## src/rtl/snake_animator.sv

```systemverilog
// Snake animation driver: a train of lit segments circulates around the outer
// perimeter (segments a-f) of a row of seven-segment digits.
module snake_animator #(
  parameter int N_DIGITS   = 2,
  parameter int SNAKE_LEN  = 3,
  parameter int TICK_DIV   = 12500000,
  parameter int ACTIVE_LOW = 0
) (
  input  logic                                clock,
  input  logic                                reset_n,
  input  logic                                enable,
  input  logic                                dir,
  input  logic                                restart,
  output logic [7*N_DIGITS-1:0]               seg,
  output logic [$clog2(2*N_DIGITS+4)-1:0]     pos,
  output logic                                step_pulse,
  output logic                                wrap_pulse
);

  localparam int P     = 2*N_DIGITS + 4;
  localparam int PW    = $clog2(P);
  localparam int SEG_W = 7*N_DIGITS;
  localparam int CNT_W = (TICK_DIV > 1) ? $clog2(TICK_DIV) : 1;

  if (N_DIGITS < 1) begin : g_bad_digits
    $error("snake_animator: N_DIGITS must be >= 1");
  end
  if (TICK_DIV < 1) begin : g_bad_div
    $error("snake_animator: TICK_DIV must be >= 1");
  end
  if ((SNAKE_LEN < 1) || (SNAKE_LEN > P-1)) begin : g_bad_len
    $error("snake_animator: SNAKE_LEN must be within 1..P-1");
  end

  // Bit index within seg of the segment at perimeter position p.
  function automatic int seg_index(input int p);
    int idx;
    if (p < N_DIGITS) begin
      idx = 7*(N_DIGITS-1-p);
    end else if (p == N_DIGITS) begin
      idx = 1;
    end else if (p == N_DIGITS+1) begin
      idx = 2;
    end else if (p <= 2*N_DIGITS+1) begin
      idx = 7*(p-N_DIGITS-2) + 3;
    end else if (p == 2*N_DIGITS+2) begin
      idx = 7*(N_DIGITS-1) + 4;
    end else begin
      idx = 7*(N_DIGITS-1) + 5;
    end
    return idx;
  endfunction

  // Full segment pattern (polarity applied) for a tail position.
  function automatic logic [SEG_W-1:0] decode(input logic [PW-1:0] p);
    logic [SEG_W-1:0] mask;
    logic [SEG_W-1:0] one;
    int               q;
    mask = '0;
    one  = {{(SEG_W-1){1'b0}}, 1'b1};
    for (int i = 0; i < SNAKE_LEN; i++) begin
      q = int'(p) + i;
      if (q >= P) begin
        q = q - P;
      end
      mask = mask | (one << seg_index(q));
    end
    if (ACTIVE_LOW != 0) begin
      mask = ~mask;
    end
    return mask;
  endfunction

  localparam logic [SEG_W-1:0] SEG_RESET = decode({PW{1'b0}});

  logic [CNT_W-1:0] cnt_q,  cnt_d;
  logic [PW-1:0]    pos_q,  pos_d;
  logic             step_q, step_d;
  logic             wrap_q, wrap_d;
  logic [SEG_W-1:0] seg_q,  seg_d;

  // Prescaler, position stepping and pulse generation.
  always_comb begin
    cnt_d  = cnt_q;
    pos_d  = pos_q;
    step_d = 1'b0;
    wrap_d = 1'b0;
    if (restart) begin
      cnt_d = '0;
      pos_d = '0;
    end else if (enable) begin
      if (cnt_q == CNT_W'(TICK_DIV-1)) begin
        cnt_d  = '0;
        step_d = 1'b1;
        if (dir) begin
          if (pos_q == {PW{1'b0}}) begin
            pos_d  = PW'(P-1);
            wrap_d = 1'b1;
          end else begin
            pos_d = pos_q - PW'(1);
          end
        end else begin
          if (pos_q == PW'(P-1)) begin
            pos_d  = '0;
            wrap_d = 1'b1;
          end else begin
            pos_d = pos_q + PW'(1);
          end
        end
      end else begin
        cnt_d = cnt_q + CNT_W'(1);
      end
    end else begin
      cnt_d = cnt_q;
    end
    seg_d = decode(pos_d);
  end

  // State registers; seg is decoded from next pos so it lands with pos.
  always_ff @(posedge clock or negedge reset_n) begin
    if (!reset_n) begin
      cnt_q  <= '0;
      pos_q  <= '0;
      step_q <= 1'b0;
      wrap_q <= 1'b0;
      seg_q  <= SEG_RESET;
    end else begin
      cnt_q  <= cnt_d;
      pos_q  <= pos_d;
      step_q <= step_d;
      wrap_q <= wrap_d;
      seg_q  <= seg_d;
    end
  end

  assign seg        = seg_q;
  assign pos        = pos_q;
  assign step_pulse = step_q;
  assign wrap_pulse = wrap_q;

endmodule

```

## config.mk

```make
export PLATFORM = sky130hd
export DESIGN_NAME = snake_animator
export DESIGN_NICKNAME = d
export VERILOG_FILES = /design/src/rtl/snake_animator.sv
export SDC_FILE = /design/constraint.sdc
export NUM_CORES = 1
export LEC_CHECK = 0
export CORE_ASPECT_RATIO = 1.25
export CORE_UTILIZATION = 55
export DETAILED_ROUTE_END_ITERATION = 10
export MAX_ROUTING_LAYER = met4
export PLACE_DENSITY = 0.82
export SYNTH_ARGS = -nofsm -noshare
export SYNTH_HDL_FRONTEND = slang
export SYNTH_SLANG_ARGS = --single-unit
export TNS_END_PERCENT = 10
```

## constraint.sdc

```tcl
create_clock -name clock -period 11.5 [get_ports clock]
set_clock_uncertainty 0.15 [all_clocks]
set_input_delay 1.15 -clock clock [delete_from_list [all_inputs] [get_ports clock]]
set_output_delay 1.15 -clock clock [all_outputs]
set_load 0.05 [all_outputs]
```

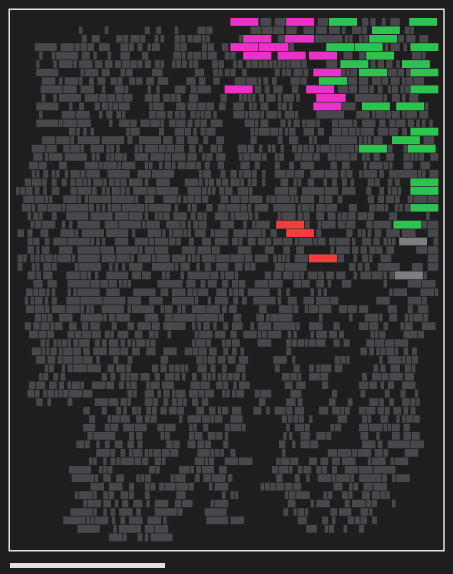
**Above:** sequential cells grouped by signal name.
Bar = 50 um. Other sequential cells in the stronger grey, the rest of the logic in the fainter grey.
Key: seg = magenta [placed flops 14]; cnt_q = green [placed flops 24, where upper right]; pos = red [placed flops 3]
Post-Route Utilization: 59.2%
FF/Latch Area: 1080 sq um
power dissipated in sequential cells: 152 uW

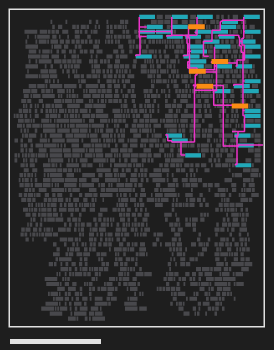
**Above:** clock wires, drivers and flops.
Bar = 50 um.
Key: flip-flops = cyan [count 43]; cells driving clock nets = orange [count 5]; clock wires = magenta [length 571 um]
Position of the flops: upper right. There are 6 routed clock nets.
Clock Power: 144 uW
Skew-Pair Late Insertion Delay: 0.29 ns
part of the power in the clock network: 23.3%

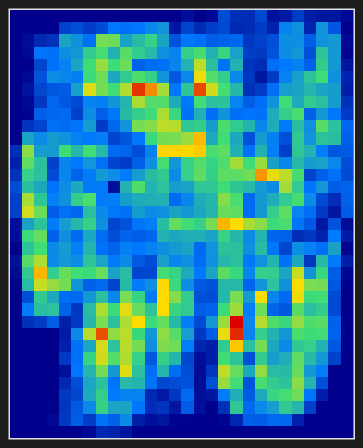
**Above:** wire density map.
28 x 35 tiles, from dark blue (low) to red (high), scaled to the fullest tile. Values are wire area over tile area, all layers added.
The mean over all tiles is 0.26. 17% of the tiles are over half the peak. The fullest tile reaches 0.89. 13% of the tiles are nearly empty.
wirelength, routed: 38.9 mm
routed wire length per instance: 19.2 um
Via Count: 13399

==> impl_metrics.xml <==
<?xml version="1.0" encoding="UTF-8"?>
<metrics>
  <group name="outcome">
    <metric name="run_status" unit="">complete, no violations</metric>
  </group>
  <group name="synthesis">
    <metric name="synth.cell_area" unit="sq um">13000</metric>
    <metric name="yosys.area.top_type" unit="">sky130_fd_sc_hd__ha_1</metric>
    <metric name="synthesized_netlist_cell_count" unit="">1747</metric>
    <metric name="ys_cells" unit="">1747</metric>
    <metric name="synth.top_cell.area_share" unit="%">18.0</metric>
    <metric name="syn-mean-instance-area" unit="sq um">7.43</metric>
    <metric name="netlist.top_cell.by_instances" unit="">sky130_fd_sc_hd__ha_1</metric>
    <metric name="dominantRegCellSynth" unit="">sky130_fd_sc_hd__dfrtp_1</metric>
    <metric name="yosys-top-cells-count" unit="">sky130_fd_sc_hd__ha_1, sky130_fd_sc_hd__inv_1, sky130_fd_sc_hd__nand2_1</metric>
    <metric name="yosys.stat.seqShare" unit="%">8.31</metric>
    <metric name="synth-edff-count" unit="">0</metric>
    <metric name="synth.area.top_cells" unit="">sky130_fd_sc_hd__ha_1, sky130_fd_sc_hd__fa_1, sky130_fd_sc_hd__dfrtp_1</metric>
  </group>
  <group name="timing">
    <metric name="fin_setup_tns" unit="ns">0</metric>
    <metric name="worst_relative_slew_slack" unit="%">26.2</metric>
    <metric name="timing_worst_slew_pin_value" unit="ns">1.08</metric>
    <metric name="achievable-frequency" unit="GHz">0.0942</metric>
    <metric name="max_slew_violation_count" unit="">0</metric>
    <metric name="total_setup_violations_reported_at_the_end_of_the_flow" unit="">0</metric>
  </group>
  <group name="placed_design">
    <metric name="detailedPlacementHpwl" unit="mm">31.4</metric>
    <metric name="portBuffers" unit="">23</metric>
    <metric name="gp_routability_congestion" unit="">0.969</metric>
    <metric name="dpl_worst_slack" unit="ns">0.867</metric>
  </group>
  <group name="cts">
    <metric name="max_h_tree_level" unit="">2</metric>
    <metric name="cts-resized-gates" unit="">0</metric>
    <metric name="cts.root.buffer_cell" unit="">sky130_fd_sc_hd__clkbuf_16</metric>
    <metric name="postCtsSetupRepairBufs" unit="">0</metric>
    <metric name="clock-sinks" unit="">43</metric>
    <metric name="cts_made_buffers" unit="">5</metric>
    <metric name="holdBufCountCts" unit="">0</metric>
  </group>
  <group name="run">
    <metric name="drv_cap" unit="">0</metric>
  </group>
  <group name="route">
    <metric name="antenna_left" unit="">0</metric>
    <metric name="vias_per_cell" unit="">6.60</metric>
    <metric name="drc" unit="">0</metric>
    <metric name="drt_iter0_drc" unit="">1120</metric>
    <metric name="drtPass1Iterations" unit="">7</metric>
  </group>
  <group name="worst_hold_path">
    <metric name="worst_hold_path_type" unit="">flop to flop</metric>
    <metric name="holdPathEnd" unit="">cnt_q[21]</metric>
    <metric name="timing.hold.worst.start" unit="">cnt_q[21]</metric>
  </group>
  <group name="floorplanning">
    <metric name="dieWidth" unit="um">139</metric>
    <metric name="chipHeight" unit="um">174</metric>
    <metric name="dieArea" unit="sq um">24200</metric>
    <metric name="initial_core_util" unit="%">56.4</metric>
  </group>
  <group name="power">
    <metric name="switchingPower" unit="uW">264</metric>
    <metric name="power_density" unit="nW/um^2">45.2</metric>
    <metric name="pwr-share-seq" unit="%">24.7</metric>
    <metric name="cellLeakagePower" unit="nW">6.51</metric>
  </group>
  <group name="setup_path">
    <metric name="register_to_register_path_depth" unit="">35</metric>
    <metric name="crit_path_start_kind" unit="">input port</metric>
    <metric name="critical_path.max_fanout" unit="">13</metric>
    <metric name="slowest_stage" unit="">sky130_fd_sc_hd__nor4_1</metric>
    <metric name="r2r-start" unit="">cnt_q[0]</metric>
    <metric name="worst_r2r_end" unit="">seg[0]</metric>
    <metric name="endpoint_kind" unit="">flop</metric>
    <metric name="arrival" unit="ns">10.66</metric>
    <metric name="worstSetupEndpoint" unit="">seg[0]</metric>
    <metric name="worst-setup-path-type" unit="">input port to flop</metric>
  </group>
  <group name="final_layout">
    <metric name="fillCellCount" unit="">2149</metric>
    <metric name="num_antenna_cells" unit="">0</metric>
  </group>
  <group name="grt">
    <metric name="antenna_found_initial" unit="">0</metric>
    <metric name="globalRouteTotalUtil" unit="%">33.2</metric>
    <metric name="via_count_of_the_first_global_routing_pass" unit="">13048</metric>
    <metric name="grt_first_pass_wirelength" unit="mm">64.7</metric>
    <metric name="maximum_number_of_pins_on_one_net_before_global_route_repair" unit="">44</metric>
  </group>
</metrics>
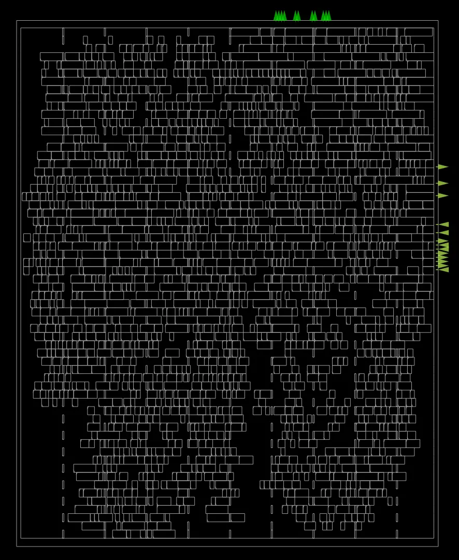
**Above:** cell placement.
Seq cells: 43
area of the core: 23000 sq um

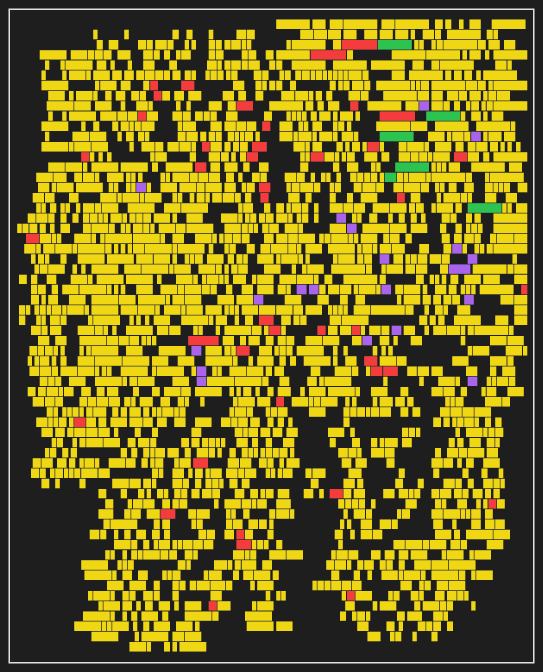
**Above:** drive-strength map.
Key: drive 6 and up = green [cells 6, share 0.34%]; drive 3 to 4 = purple [cells 20, share 1.1%]; drive 1 or less = yellow [cells 1674, share 96%]; drive 2 = red [cells 42, share 2.4%]
summed area of non-filler cells in the final layout: 13700 sq um
Final Worst Setup Slack: 0.887 ns
Buffers, non-clock: 40
area overhead of the layout relative to synthesis: 5.11%

## state kept, by name, indices dropped and copies added (netlist names)
name	flops
cnt_q	24
seg	14
pos	3
step_pulse	1
wrap_pulse	1
## power groups by stage
stage / Combinational (mW) / Sequential, mW / Clock, mW
6_report: 0.320 / 0.152 / 0.144
4_1_cts: 0.311 / 0.152 / 0.146
5_1_grt: 0.350 / 0.152 / 0.152
3_3_place_gp: 0.309 / 0.155 / 0
3_5_place_dp: 0.309 / 0.155 / 0
2_1_floorplan: 0.234 / 0.155 / 0
## worst max-delay path: cells and delay by family
kind	cells	cell delay [ns]
AND/OR/NAND/NOR	10	2.87
adder cells (fa/ha/maj)	7	2.68
AND-OR/OR-AND	6	1.92
XOR/XNOR	1	0.14
buffers and inverters	10	1.90
## cell families after synthesis
family          Yosys count  share of synthesized area, %
compound gates          530                          27.4
mux                      15                          1.18
simple gates            595                          23.0
other cells               2                        0.0578
buf+inv                 238                          6.90
xor+xnor                 69                          4.65
fa+ha+maj               255                          28.5
flops                    43                          8.31
## layer usage
metal  track usage (%)  part of all wire (%)
met1              39.3                    41
met2              56.8                    49
met3              3.18                   5.9
met4              14.6                   4.3
met5                 -                     0
## stage by stage
step                      instance area [sq um]  instances  hold slack, ns  utilization, %
final                                     13700       2030           0.428            59.2
after global routing                      13700       2030           0.449            59.2
after CTS                                 13700       2030           0.419            59.2
after detailed placement                  13500       2022           0.403            58.6
after global placement                    13500       2022           0.378            58.6
after floorplan                           13000       1760           0.355               -
## layout make-up
type / count / area share (%)
Clock buffer: 5 / 0.917
Inverter: 172 / 4.73
Multi-Input combinational cell: 1479 / 81.0
Tap cell: 288 / 2.64
Clock inverter: 3 / 0.174
Sequential cell: 43 / 7.91
Timing Repair Buffer: 40 / 2.58
## layout by cell type, fill, tap and decap left out, types with 21 or more instances in the layout
| master | count |
|---|---|
| sky130_fd_sc_hd__inv_1 | 170 |
| sky130_fd_sc_hd__nand2_1 | 155 |
| sky130_fd_sc_hd__a21oi_1 | 135 |
| sky130_fd_sc_hd__nand4_1 | 36 |
| sky130_fd_sc_hd__nor2_1 | 140 |
| sky130_fd_sc_hd__nand2b_1 | 21 |
| sky130_fd_sc_hd__o21ai_0 | 102 |
| sky130_fd_sc_hd__o211ai_1 | 26 |
| sky130_fd_sc_hd__dfrtp_1 | 40 |
| sky130_fd_sc_hd__and3_1 | 21 |
| sky130_fd_sc_hd__nand3_1 | 54 |
| sky130_fd_sc_hd__or3_1 | 21 |
| sky130_fd_sc_hd__nor3_1 | 29 |
| sky130_fd_sc_hd__clkdlybuf4s50_1 | 22 |
| sky130_fd_sc_hd__and2_1 | 21 |
| sky130_fd_sc_hd__a31oi_1 | 23 |
| sky130_fd_sc_hd__fa_1 | 67 |
| sky130_fd_sc_hd__a21o_1 | 45 |
| sky130_fd_sc_hd__nor4_1 | 21 |
| sky130_fd_sc_hd__xor2_1 | 36 |
| sky130_fd_sc_hd__ha_1 | 187 |
| sky130_fd_sc_hd__xnor2_1 | 33 |
Power figures rest on the tool's default switching activity, not on a simulated workload.
